[src/rtl/tl_ul_pkg.sv]
// Shared TileLink-UL opcodes, default widths and the A-to-D opcode mapping helper
// used by the multiple-outstanding master.
package tl_ul_pkg;

  localparam int ADDR_W_DEF  = 64;
  localparam int DATA_W_DEF  = 64;
  localparam int SIZE_W_DEF  = 8;
  localparam int SRC_W_DEF   = 3;
  localparam int NUM_SRC_DEF = 8;

  localparam logic [2:0] PUT_FULL_DATA_A    = 3'd0;
  localparam logic [2:0] PUT_PARTIAL_DATA_A = 3'd1;
  localparam logic [2:0] GET_A              = 3'd4;
  localparam logic [2:0] ACCESS_ACK_D       = 3'd0;
  localparam logic [2:0] ACCESS_ACK_DATA_D  = 3'd1;

  // A Get is answered with AccessAckData; both Put flavours with a plain AccessAck.
  function automatic logic [2:0] exp_d_opcode(input logic [2:0] a_opcode);
    return (a_opcode == GET_A) ? ACCESS_ACK_DATA_D : ACCESS_ACK_D;
  endfunction

endpackage

[src/rtl/tl_src_alloc.sv]
// Source-ID pool: busy bitmap, lowest-free priority encoder and outstanding counter.
// An ID cleared this cycle only becomes allocatable next cycle (encoder reads busy_q).
module tl_src_alloc
  import tl_ul_pkg::*;
#(
  parameter int NUM_SRC = NUM_SRC_DEF,
  parameter int SRC_W   = SRC_W_DEF,
  parameter int CNT_W   = $clog2(NUM_SRC + 1)
) (
  input  logic               clk,
  input  logic               rst,
  input  logic               set_en,
  input  logic               clr_en,
  input  logic [SRC_W-1:0]   clr_id,
  output logic               free_any,
  output logic [SRC_W-1:0]   alloc_id,
  output logic [NUM_SRC-1:0] busy,
  output logic [CNT_W-1:0]   outstanding
);

  logic [NUM_SRC-1:0] busy_q, busy_d;
  logic [CNT_W-1:0]   outstanding_q, outstanding_d;

  // NOTE: every always_comb output gets a default first so no path leaves it unassigned (no latch).
  always_comb begin
    free_any = 1'b0;
    alloc_id = '0;
    for (int i = NUM_SRC - 1; i >= 0; i--) begin
      if (!busy_q[i]) begin
        free_any = 1'b1;
        alloc_id = SRC_W'(i);
      end
    end
  end

  always_comb begin
    busy_d = busy_q;
    for (int i = 0; i < NUM_SRC; i++) begin
      if (clr_en && clr_id == SRC_W'(i)) busy_d[i] = 1'b0;
      if (set_en && alloc_id == SRC_W'(i)) busy_d[i] = 1'b1;
    end
    outstanding_d = outstanding_q + CNT_W'(set_en) - CNT_W'(clr_en);
  end

  // NOTE: state registers use non-blocking assignments so all flops update from pre-edge values.
  always_ff @(posedge clk) begin
    if (rst) begin
      busy_q        <= '0;
      outstanding_q <= '0;
    end else begin
      busy_q        <= busy_d;
      outstanding_q <= outstanding_d;
    end
  end

  assign busy        = busy_q;
  assign outstanding = outstanding_q;

endmodule

[src/rtl/tl_ul_master_mo.sv]
// TileLink-UL master with up to NUM_SRC outstanding transactions: one-entry A
// output register, source-ID matching of D beats, one-entry completion register.
module tl_ul_master_mo
  import tl_ul_pkg::*;
#(
  parameter int ADDR_W  = ADDR_W_DEF,
  parameter int DATA_W  = DATA_W_DEF,
  parameter int SIZE_W  = SIZE_W_DEF,
  parameter int SRC_W   = SRC_W_DEF,
  parameter int NUM_SRC = NUM_SRC_DEF,
  localparam int STRB_W = DATA_W / 8,
  localparam int CNT_W  = $clog2(NUM_SRC + 1)
) (
  input  logic              clk,
  input  logic              rst,
  input  logic              req_valid,
  output logic              req_ready,
  input  logic [2:0]        req_opcode,
  input  logic [ADDR_W-1:0] req_address,
  input  logic [SIZE_W-1:0] req_size,
  input  logic [STRB_W-1:0] req_mask,
  input  logic [DATA_W-1:0] req_data,
  output logic [SRC_W-1:0]  req_src,
  output logic              a_valid,
  input  logic              a_ready,
  output logic [2:0]        a_opcode,
  output logic [2:0]        a_param,
  output logic [ADDR_W-1:0] a_address,
  output logic [SIZE_W-1:0] a_size,
  output logic [STRB_W-1:0] a_mask,
  output logic [DATA_W-1:0] a_data,
  output logic [SRC_W-1:0]  a_source,
  input  logic              d_valid,
  output logic              d_ready,
  input  logic [2:0]        d_opcode,
  input  logic [2:0]        d_param,
  input  logic [SIZE_W-1:0] d_size,
  input  logic [SRC_W-1:0]  d_sink,
  input  logic [SRC_W-1:0]  d_source,
  input  logic [DATA_W-1:0] d_data,
  input  logic              d_error,
  output logic              rsp_valid,
  input  logic              rsp_ready,
  output logic [SRC_W-1:0]  rsp_src,
  output logic [DATA_W-1:0] rsp_data,
  output logic              rsp_error,
  output logic              proto_err,
  output logic [CNT_W-1:0]  outstanding
);

  logic               free_any, req_fire, d_fire, d_known, d_exp_get, d_bad;
  logic [SRC_W-1:0]   alloc_id;
  logic [NUM_SRC-1:0] busy;

  logic              a_valid_q, a_valid_d;
  logic [2:0]        a_opcode_q, a_opcode_d;
  logic [ADDR_W-1:0] a_address_q, a_address_d;
  logic [SIZE_W-1:0] a_size_q, a_size_d;
  logic [STRB_W-1:0] a_mask_q, a_mask_d;
  logic [DATA_W-1:0] a_data_q, a_data_d;
  logic [SRC_W-1:0]  a_source_q, a_source_d;
  logic              rsp_valid_q, rsp_valid_d, rsp_error_q, rsp_error_d;
  logic [SRC_W-1:0]  rsp_src_q, rsp_src_d;
  logic [DATA_W-1:0] rsp_data_q, rsp_data_d;
  logic              proto_err_q, proto_err_d;
  logic [NUM_SRC-1:0] exp_get_q, exp_get_d;

  logic unused_d_fields;
  assign unused_d_fields = ^{d_param, d_size, d_sink};

  assign req_ready = free_any & (!a_valid_q | a_ready);
  assign req_fire  = req_valid & req_ready;
  assign d_ready   = !rsp_valid_q | rsp_ready;
  assign d_fire    = d_valid & d_ready;

  tl_src_alloc #(.NUM_SRC(NUM_SRC), .SRC_W(SRC_W), .CNT_W(CNT_W)) u_alloc (
    .clk        (clk),
    .rst        (rst),
    .set_en     (req_fire),
    .clr_en     (d_fire & d_known),
    .clr_id     (d_source),
    .free_any   (free_any),
    .alloc_id   (alloc_id),
    .busy       (busy),
    .outstanding(outstanding)
  );

  // Sources at or beyond NUM_SRC never match, so they fall out as unknown.
  always_comb begin
    d_known   = 1'b0;
    d_exp_get = 1'b0;
    for (int i = 0; i < NUM_SRC; i++) begin
      if (d_source == SRC_W'(i)) begin
        d_known   = busy[i];
        d_exp_get = exp_get_q[i];
      end
    end
    d_bad = !d_known ||
            (d_opcode != (d_exp_get ? ACCESS_ACK_DATA_D : ACCESS_ACK_D));
  end

  always_comb begin
    a_valid_d   = a_valid_q;
    a_opcode_d  = a_opcode_q;
    a_address_d = a_address_q;
    a_size_d    = a_size_q;
    a_mask_d    = a_mask_q;
    a_data_d    = a_data_q;
    a_source_d  = a_source_q;
    exp_get_d   = exp_get_q;
    if (req_fire) begin
      a_valid_d   = 1'b1;
      a_opcode_d  = req_opcode;
      a_address_d = req_address;
      a_size_d    = req_size;
      a_mask_d    = req_mask;
      a_data_d    = req_data;
      a_source_d  = alloc_id;
      for (int i = 0; i < NUM_SRC; i++) begin
        if (alloc_id == SRC_W'(i))
          exp_get_d[i] = (exp_d_opcode(req_opcode) == ACCESS_ACK_DATA_D);
      end
    end else if (a_ready) begin
      a_valid_d = 1'b0;
    end

    rsp_valid_d = rsp_valid_q;
    rsp_src_d   = rsp_src_q;
    rsp_data_d  = rsp_data_q;
    rsp_error_d = rsp_error_q;
    proto_err_d = 1'b0;
    if (d_fire) begin
      rsp_valid_d = 1'b1;
      rsp_src_d   = d_source;
      rsp_data_d  = (d_known && d_exp_get) ? d_data : '0;
      rsp_error_d = d_error | d_bad;
      proto_err_d = d_bad;
    end else if (rsp_ready) begin
      rsp_valid_d = 1'b0;
    end
  end

  // NOTE: the small per-ID exp_get flags are reset with everything else; a stale flag is harmless only because busy is cleared too.
  always_ff @(posedge clk) begin
    if (rst) begin
      a_valid_q   <= 1'b0;
      a_opcode_q  <= '0;
      a_address_q <= '0;
      a_size_q    <= '0;
      a_mask_q    <= '0;
      a_data_q    <= '0;
      a_source_q  <= '0;
      exp_get_q   <= '0;
      rsp_valid_q <= 1'b0;
      rsp_src_q   <= '0;
      rsp_data_q  <= '0;
      rsp_error_q <= 1'b0;
      proto_err_q <= 1'b0;
    end else begin
      a_valid_q   <= a_valid_d;
      a_opcode_q  <= a_opcode_d;
      a_address_q <= a_address_d;
      a_size_q    <= a_size_d;
      a_mask_q    <= a_mask_d;
      a_data_q    <= a_data_d;
      a_source_q  <= a_source_d;
      exp_get_q   <= exp_get_d;
      rsp_valid_q <= rsp_valid_d;
      rsp_src_q   <= rsp_src_d;
      rsp_data_q  <= rsp_data_d;
      rsp_error_q <= rsp_error_d;
      proto_err_q <= proto_err_d;
    end
  end

  assign req_src   = alloc_id;
  assign a_valid   = a_valid_q;
  assign a_opcode  = a_opcode_q;
  assign a_param   = 3'd0;
  assign a_address = a_address_q;
  assign a_size    = a_size_q;
  assign a_mask    = a_mask_q;
  assign a_data    = a_data_q;
  assign a_source  = a_source_q;
  assign rsp_valid = rsp_valid_q;
  assign rsp_src   = rsp_src_q;
  assign rsp_data  = rsp_data_q;
  assign rsp_error = rsp_error_q;
  assign proto_err = proto_err_q;

endmodule

[config.mk]
export PLATFORM = sky130hd
export DESIGN_NAME = tl_ul_master_mo
export DESIGN_NICKNAME = d
export VERILOG_FILES = /design/src/rtl/tl_ul_pkg.sv /design/src/rtl/tl_src_alloc.sv /design/src/rtl/tl_ul_master_mo.sv
export SDC_FILE = /design/constraint.sdc
export NUM_CORES = 1
export LEC_CHECK = 0
export CAP_MARGIN = 20
export CORE_AREA = 2 2 182 184
export CTS_BUF_LIST = sky130_fd_sc_hd__clkbuf_8
export DETAILED_ROUTE_END_ITERATION = 10
export DIE_AREA = 0 0 184 186
export GPL_ROUTABILITY_DRIVEN = 0
export PLACE_DENSITY = 0.65
export SLEW_MARGIN = 20
export SYNTH_ARGS = -nofsm -noshare
export SYNTH_HDL_FRONTEND = slang
export SYNTH_SLANG_ARGS = --single-unit
export TNS_END_PERCENT = 10
[constraint.sdc]
create_clock -name clk -period 2.3 [get_ports clk]
set_input_delay 0.23 -clock clk [delete_from_list [all_inputs] [get_ports clk]]
set_output_delay 0.23 -clock clk [all_outputs]
set_load 0.02 [all_outputs]
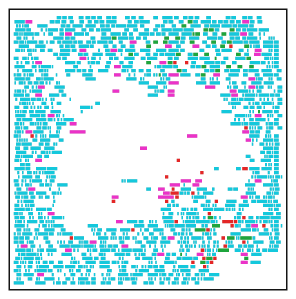
**Above:** run 1 (drive-strength map).
Scale: 1.5 px per um.
legend:
  drive 3 to 4:
    colour: red
    cells: 35
  drive 1 or less:
    colour: cyan
    cells: 1314
  drive 6 and up:
    colour: magenta
    cells: 63
  drive 2:
    colour: green
    cells: 47

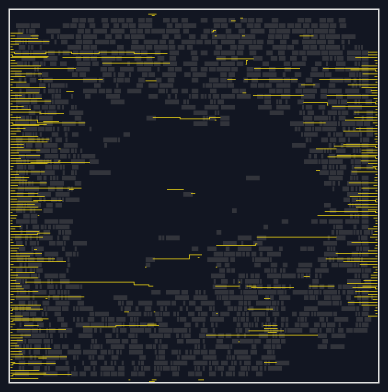
**Above:** run 1 (signal wires on met3).
Scale: 2 px per um.
wire length on this layer: 2910 um
main direction: horizontal

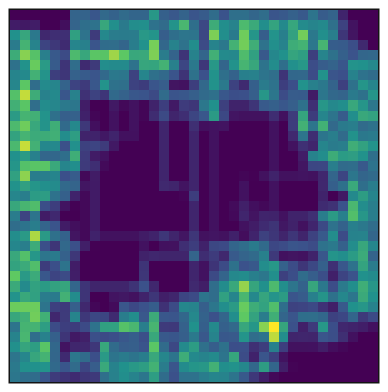
**Above:** run 1 (wiring heat map).
Scale: 2 px per um. 37 x 37 tiles, from dark purple (low) to yellow (high), scaled to the fullest tile. Values are wire area over tile area, all layers added.
mean over tiles: 0.15
tiles over half the peak: 17%
nearly empty tiles: 18%
emptiest ninth of the die: middle

==> results.toml, run 1 <==
# flow metrics
[flow_run]
maxCapViolations = 0
warning_count = 43

[routing]
topRoutingLayerUsed = "met4"
met3_length_mm = 2.908
drt-total-wl_mm = 30.67
wl_met2_mm = 15.03
final_antenna_net_count = 0
viasPerCell = 4.530
drt-met1-wl_mm = 11.92
firstDrtPassIters = 5
drt_iter0_drc = 295

[synthesis]
top_cell_area_share_pct = 56.24
flop_cell = "dfxtp_1"
synth_cell_type_count = 52
syn-cell-area_mm2 = 0.008578
ys_ff = 241
edf_count = 0
yosys_area_mm2 = 0.008578
synthTopLogicFamily = "AND-OR/OR-AND gates"
ys_sh_adder_pct = 0.8168
area_leaders = "dfxtp_1 56%, nand2_1 14%, a21oi_1 9.5%, a22o_2 3.9%, a22o_1 3.2%"
synth-async-reset-ratio_pct = 0
netlist_top_cells_count = "314 x nand2_1, 241 x dfxtp_1, 162 x a21oi_1, 46 x clkbuf_1, 33 x a22o_2"
ys_cells = 972
post-synth-top-count-cell = "nand2_1"
xor_share_pct = 0.4084

[clock_network]
cts_made_buffers = 44
root_buffer = "clkbuf_8"
postCtsResizedCells = 6
htreeDepth = 2
clk_pin_slew_ns = 0.06
post-cts-setup-buffer-count = 0
cts_sinks = 241
ctsHoldBuffers = 1

[grt]
grt_max_degree = 151
track_usage_pct = 16.91
grt_pass1_wl_mm = 45.77
globalRoute.totalOverflow = 0
antenna_found_initial = 0

[setup_path]
path_cells = "mux2_2, or3_1, nand4_2, nor2_1, ha_1, inv_1, ha_2, fa_2, nor2b_1"
slowest_delay_ns = 0.42
cp-start-kind = "flop"
r2r_setup_slack_ns = 0.08
reg2reg_to = "u_alloc.outstanding[1]$_SDFF_PP0_"
cp_max_fo = 2
cp_top_family = "adder cells"
r2r_start = "u_alloc.busy[6]$_SDFFE_PP0P_"
r2r_cells = 9
cpMaxStageDelayCell = "fa_2"
end_kind = "flop"
endpoint = "u_alloc.outstanding[1]$_SDFF_PP0_"

[worst_hold_path]
hold_depth = 3
min_path_type = "in -> reg"

[final_layout]
finalNonFillerCells = 1867
diodes = 0
design_area_mm2 = 0.01450
final_core_util_pct = 45.03
final_common_cell = "clkdlybuf4s50_1"
nNetsFinal = 1676

[power]
cellLeakagePower_nw = 5.497
p_switching_w = 0.002669
clockPowerShare_pct = 39.7
internal-power_w = 0.007585
p_comb_w = 0.00171
seq_cell_power_w = 0.00448
pwr-share-comb_pct = 16.7
seq_power_share_pct = 43.7
p_total_w = 0.01025

[placement]
placed_area_mm2 = 0.01361
portBuffers = 453
post-place-ws_ns = -0.4592

[timing]
tns_ns = 0
period_used_pct = 96.46
finClkSkew_ns = 0.02263
timing.final.max_slew_violations = 0
relSlewSlack_pct = 34.56
min_period_ns = 2.219

[outcome]
status = "completed"

[die]
die_area_mm2 = 0.03422
core_area_mm2 = 0.03221
die_height_um = 186
ios = 471
fp_util_pct = 26.64
[run 1: metal layers]
| metal | global-route usage, % | vias to the layer above |
|---|---|---|
| met5 | 0 | - |
| met4 | 6.208 | 0 |
| met3 | 6.613 | 58 |
| met2 | 29.07 | 335 |
| met1 | 18.97 | 3887 |
| li1 | - | 4178 |
[run 1: cell type report]
type	instances	area, um2	area share [%]
Clock buffer	54	743.2	5.125
Tap cell	408	510.5	3.520
Timing Repair Buffer	488	4867	33.56
Inverter	12	47.55	0.3278
Clock inverter	18	136.4	0.9404
Sequential cell	241	4827	33.28
Multi-Input combinational cell	646	3371	23.24
**Run 1: clock nets**

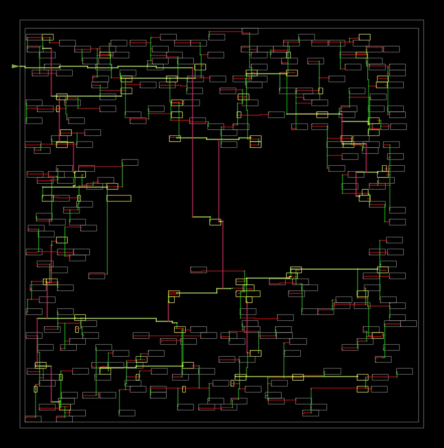

==> run 2, diff against run 1 <==
--- a/config.mk
+++ b/config.mk
@@ -11,7 +11,6 @@
 export DETAILED_ROUTE_END_ITERATION = 10
 export DIE_AREA = 0 0 184 186
 export GPL_ROUTABILITY_DRIVEN = 0
-export PLACE_DENSITY = 0.65
 export SLEW_MARGIN = 20
 export SYNTH_ARGS = -nofsm -noshare
 export SYNTH_HDL_FRONTEND = slang
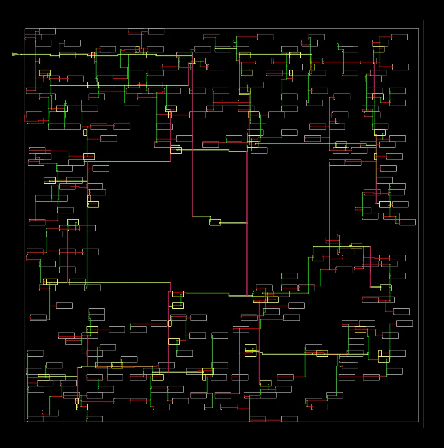
**Above:** run 2 (clock nets).
clock sinks: 241
clock skew: 0.009196 ns
Clock buffer cells: 49
clk_lat worst skew: 0.53 ns
Seq cells: 241

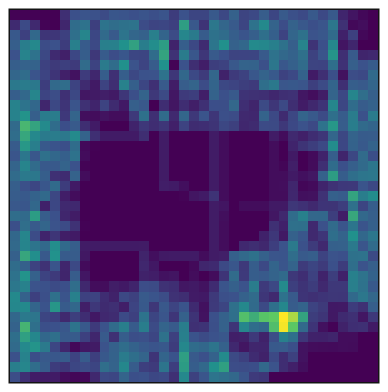
**Above:** run 2 (wiring heat map).
Scale: 2 px per um. 37 x 37 tiles, from dark purple (low) to yellow (high), scaled to the fullest tile. Values are wire area over tile area, all layers added.
vias after detailed routing: 8414
Post-Route WL: 30.71 mm

==> run 2 against run 1 <==
Effect of this change:
- clock skew down 0.013 ns
- routed wire length up 0.15%
- core utilization down 0.27 points
- non-clock buffer count up 4
- synthesized cell count unchanged
- register-to-register slack worse by 0.03 ns
- via count down 0.52%
- total power down 4.8%
- largest cell class unchanged
- fmax down 1.4%
- largest power group unchanged
- critical path depth unchanged
==> results.toml, run 2 <==
# flow metrics
[setup_path]
r2r_cells = 9
path_cells = "mux2_2, or3_1, nand4_2, nor2_1, ha_1, inv_1, ha_2, fa_2, nor2b_1"
cpMaxStageDelayCell = "fa_2"
slowest_delay_ns = 0.42
r2r_setup_slack_ns = 0.05
r2r_start = "u_alloc.busy[4]$_SDFFE_PP0P_"
endpoint = "u_alloc.outstanding[1]$_SDFF_PP0_"

[synthesis]
synth_cell_type_count = 52
ys_cells = 972
post-synth-top-count-cell = "nand2_1"
ys_ff = 241
top_cell_area_share_pct = 56.24

[clock_network]
htreeDepth = 2
ctsHoldBuffers = 0
postCtsResizedCells = 5
clk_pin_slew_ns = 0.06
root_buffer = "clkbuf_8"

[final_layout]
regArea_mm2 = 0.004825
layout.area.comb_mm2 = 0.003377
finalNonFillerCells = 1864
seq_share_pct = 33.47
nNonClkBuffers = 492

[die]
die_height_um = 186
die_area_mm2 = 0.03422
fp_util_pct = 26.64

[flow_run]
maxCapViolations = 0

[routing]
final_antenna_net_count = 0
viasPerCell = 4.514
firstDrtPassIters = 4

[grt]
track_usage_pct = 16.86
globalRoute.totalOverflow = 0
grt_pass1_wl_mm = 45.65
antenna_found_initial = 0
grt_max_degree = 178

[placement]
post-place-ws_ns = -0.4784

[power]
p_comb_w = 0.00171
seq_cell_power_w = 0.00448
p_total_w = 0.009759

[outcome]
status = "completed"

[worst_hold_path]
hold_depth = 3

[timing]
tns_ns = 0
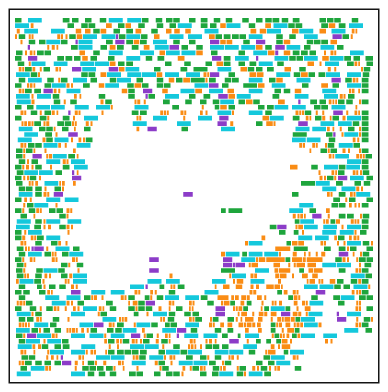
**Above:** run 2 (placed cells, one colour a class).
Scale: 2 px per um.
legend:
  flip-flops:
    colour: cyan
    cells: 241
    share_of_their_area: 35%
  other buffers and delay cells:
    colour: green
    cells: 492
    share_of_their_area: 35%
  clock drivers and dummy loads:
    colour: purple
    cells: 65
    share_of_their_area: 5.3%
  all other logic:
    colour: orange
    cells: 658
    share_of_their_area: 25%
Core Util, Final: 44.76%
row count: 66

## run 2: cell counts after synthesis
Identical to the previous run, type by type.
## run 2: worst min-delay path: stages
cell and delay (ns):
clkdlybuf4s50_1 0.39, nand2_1 0.05, a21oi_1 0.05
## run 2: metal layers
metal / part of all wire (%) / global-route usage, %
met1: 41 / 19.58
met2: 48 / 28.91
met3: 8.6 / 6.026
met4: 2.4 / 5.472
met5: 0 / 0
## run 2: logic make-up after synthesis
group | after synthesis | synth area share, %
other | 1 | 0.04372
and+or+nand+nor | 373 | 17.56
DFF | 241 | 56.24
xor gates and xnor gates | 4 | 0.4085
adders and majority gates | 5 | 0.8168
buffers and inverters | 87 | 4.872
AOI/OAI and AO/OA | 251 | 18.67
muxes | 10 | 1.386
**Run 2: signal wires on met3**

Scale: 2 px per um.
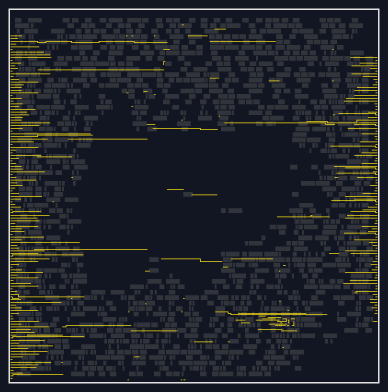

==> run 3, diff against run 2 <==
--- a/config.mk
+++ b/config.mk
@@ -11,6 +11,7 @@
 export DETAILED_ROUTE_END_ITERATION = 10
 export DIE_AREA = 0 0 184 186
 export GPL_ROUTABILITY_DRIVEN = 0
+export MAX_ROUTING_LAYER = met4
 export SLEW_MARGIN = 20
 export SYNTH_ARGS = -nofsm -noshare
 export SYNTH_HDL_FRONTEND = slang
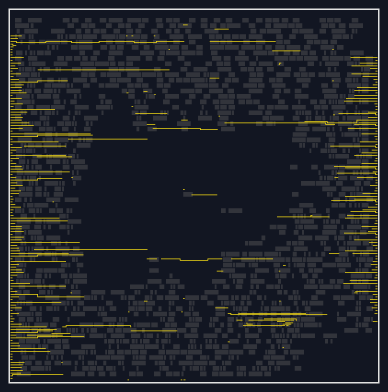
**Above:** run 3 (signal wires on met3).
Scale: 2 px per um.
longest straight run: 65.6 um
wire length on this layer: 2520 um
nets with wire on the layer: 253
main direction: horizontal
vias after detailed routing: 8402
met3 Use GR: 5.498%

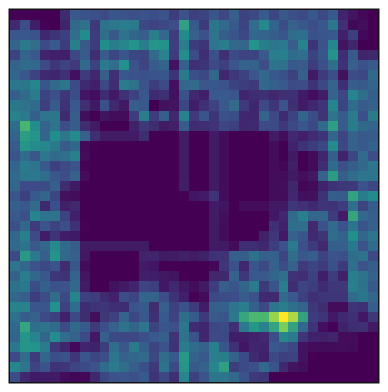
**Above:** run 3 (wiring heat map).
Scale: 2 px per um. 37 x 37 tiles, from dark purple (low) to yellow (high), scaled to the fullest tile. Values are wire area over tile area, all layers added.
Routed wire per std cell: 16.47 um
Post-Route WL: 30.70 mm
gr usage total: 17.35%

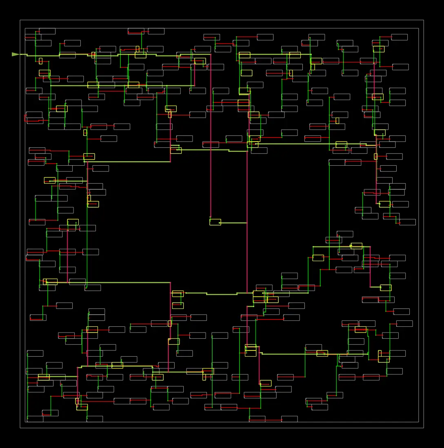
**Above:** run 3 (clock nets).
clock group power: 0.00358 W
CTS buffer count: 43
clock skew: 0.01370 ns

==> run 3 against run 2 <==
Effect of this change:
- sequential power barely moved
- clock power barely moved
- combinational power barely moved
- design area did not move
- worst setup slack barely moved
- fmax barely moved
- final cell count did not move
- count of clock-buffer cells in the layout did not move
- critical endpoint unchanged
- largest cell class unchanged
==> results.toml, run 3 <==
# flow metrics
[power]
internal-power_w = 0.007158
p_total_w = 0.009765
seq_power_share_pct = 45.9
p_comb_w = 0.00171
pwr-share-comb_pct = 17.5
cellLeakagePower_nw = 5.482
p_switching_w = 0.002607
clockPowerShare_pct = 36.6

[setup_path]
endpoint = "u_alloc.outstanding[1]$_SDFF_PP0_"
cp_top_family = "adder cells"
r2r_start = "u_alloc.busy[6]$_SDFFE_PP0P_"
cp_max_fo = 2
path_cells = "mux2_2, or3_1, nand4_2, nor2_1, ha_1, inv_1, ha_2, fa_2, nor2b_1"
cp-start-kind = "flop"
reg2reg_to = "u_alloc.outstanding[1]$_SDFF_PP0_"

[grt]
grt_pass1_wl_mm = 45.49
grt-busiest-layer = "met2"

[die]
fp_util_pct = 26.64
die_height_um = 186
ios = 471
die_area_mm2 = 0.03422
rows = 66
core_area_mm2 = 0.03221

[flow_run]
maxCapViolations = 0
warning_count = 46

[synthesis]
ys_cells = 972
edf_count = 0
post-synth-top-count-cell = "nand2_1"
top_cell_area_share_pct = 56.24
area_leaders = "dfxtp_1 56%, nand2_1 14%, a21oi_1 9.5%, a22o_2 3.9%, a22o_1 3.2%"

[routing]
viasPerCell = 4.508
met3_length_mm = 2.515
firstDrtPassIters = 4
topRoutingLayerUsed = "met4"

[final_layout]
nNetsFinal = 1679
diodes = 0
layout.area.comb_mm2 = 0.003377
finalNonFillerCells = 1864

[clock_network]
root_buffer = "clkbuf_8"
post-cts-setup-buffer-count = 0
clk_pin_slew_ns = 0.06

[outcome]
status = "completed"

[timing]
min_period_ns = 2.250
timing.final.max_slew_violations = 0
tns_ns = 0

[placement]
post-place-ws_ns = -0.4784
portBuffers = 453
[run 3: cell counts in the layout (fill, tap and decap cells not counted)]
No cell type changed its count.
[run 3: kinds of logic after synthesis]
| kind of cell | Yosys count | synth area share (%) |
|---|---|---|
| compound gates | 251 | 18.67 |
| xor+xnor | 4 | 0.4085 |
| fa+ha+maj | 5 | 0.8168 |
| buf+inv | 87 | 4.872 |
| flops | 241 | 56.24 |
| mux | 10 | 1.386 |
| other cells | 1 | 0.04372 |
| simple gates | 373 | 17.56 |
[run 3: layout make-up]
cell class                 count  share of cell area [%]
sequential                   241                   33.47
inverter                      12                  0.3298
clock inverter                16                  0.4253
clock buffer                  49                   4.678
timing repair buffer         492                   34.13
tap                          408                   3.541
multi-input combinational    646                   23.43
Power figures rest on the tool's default switching activity, not on a simulated workload.
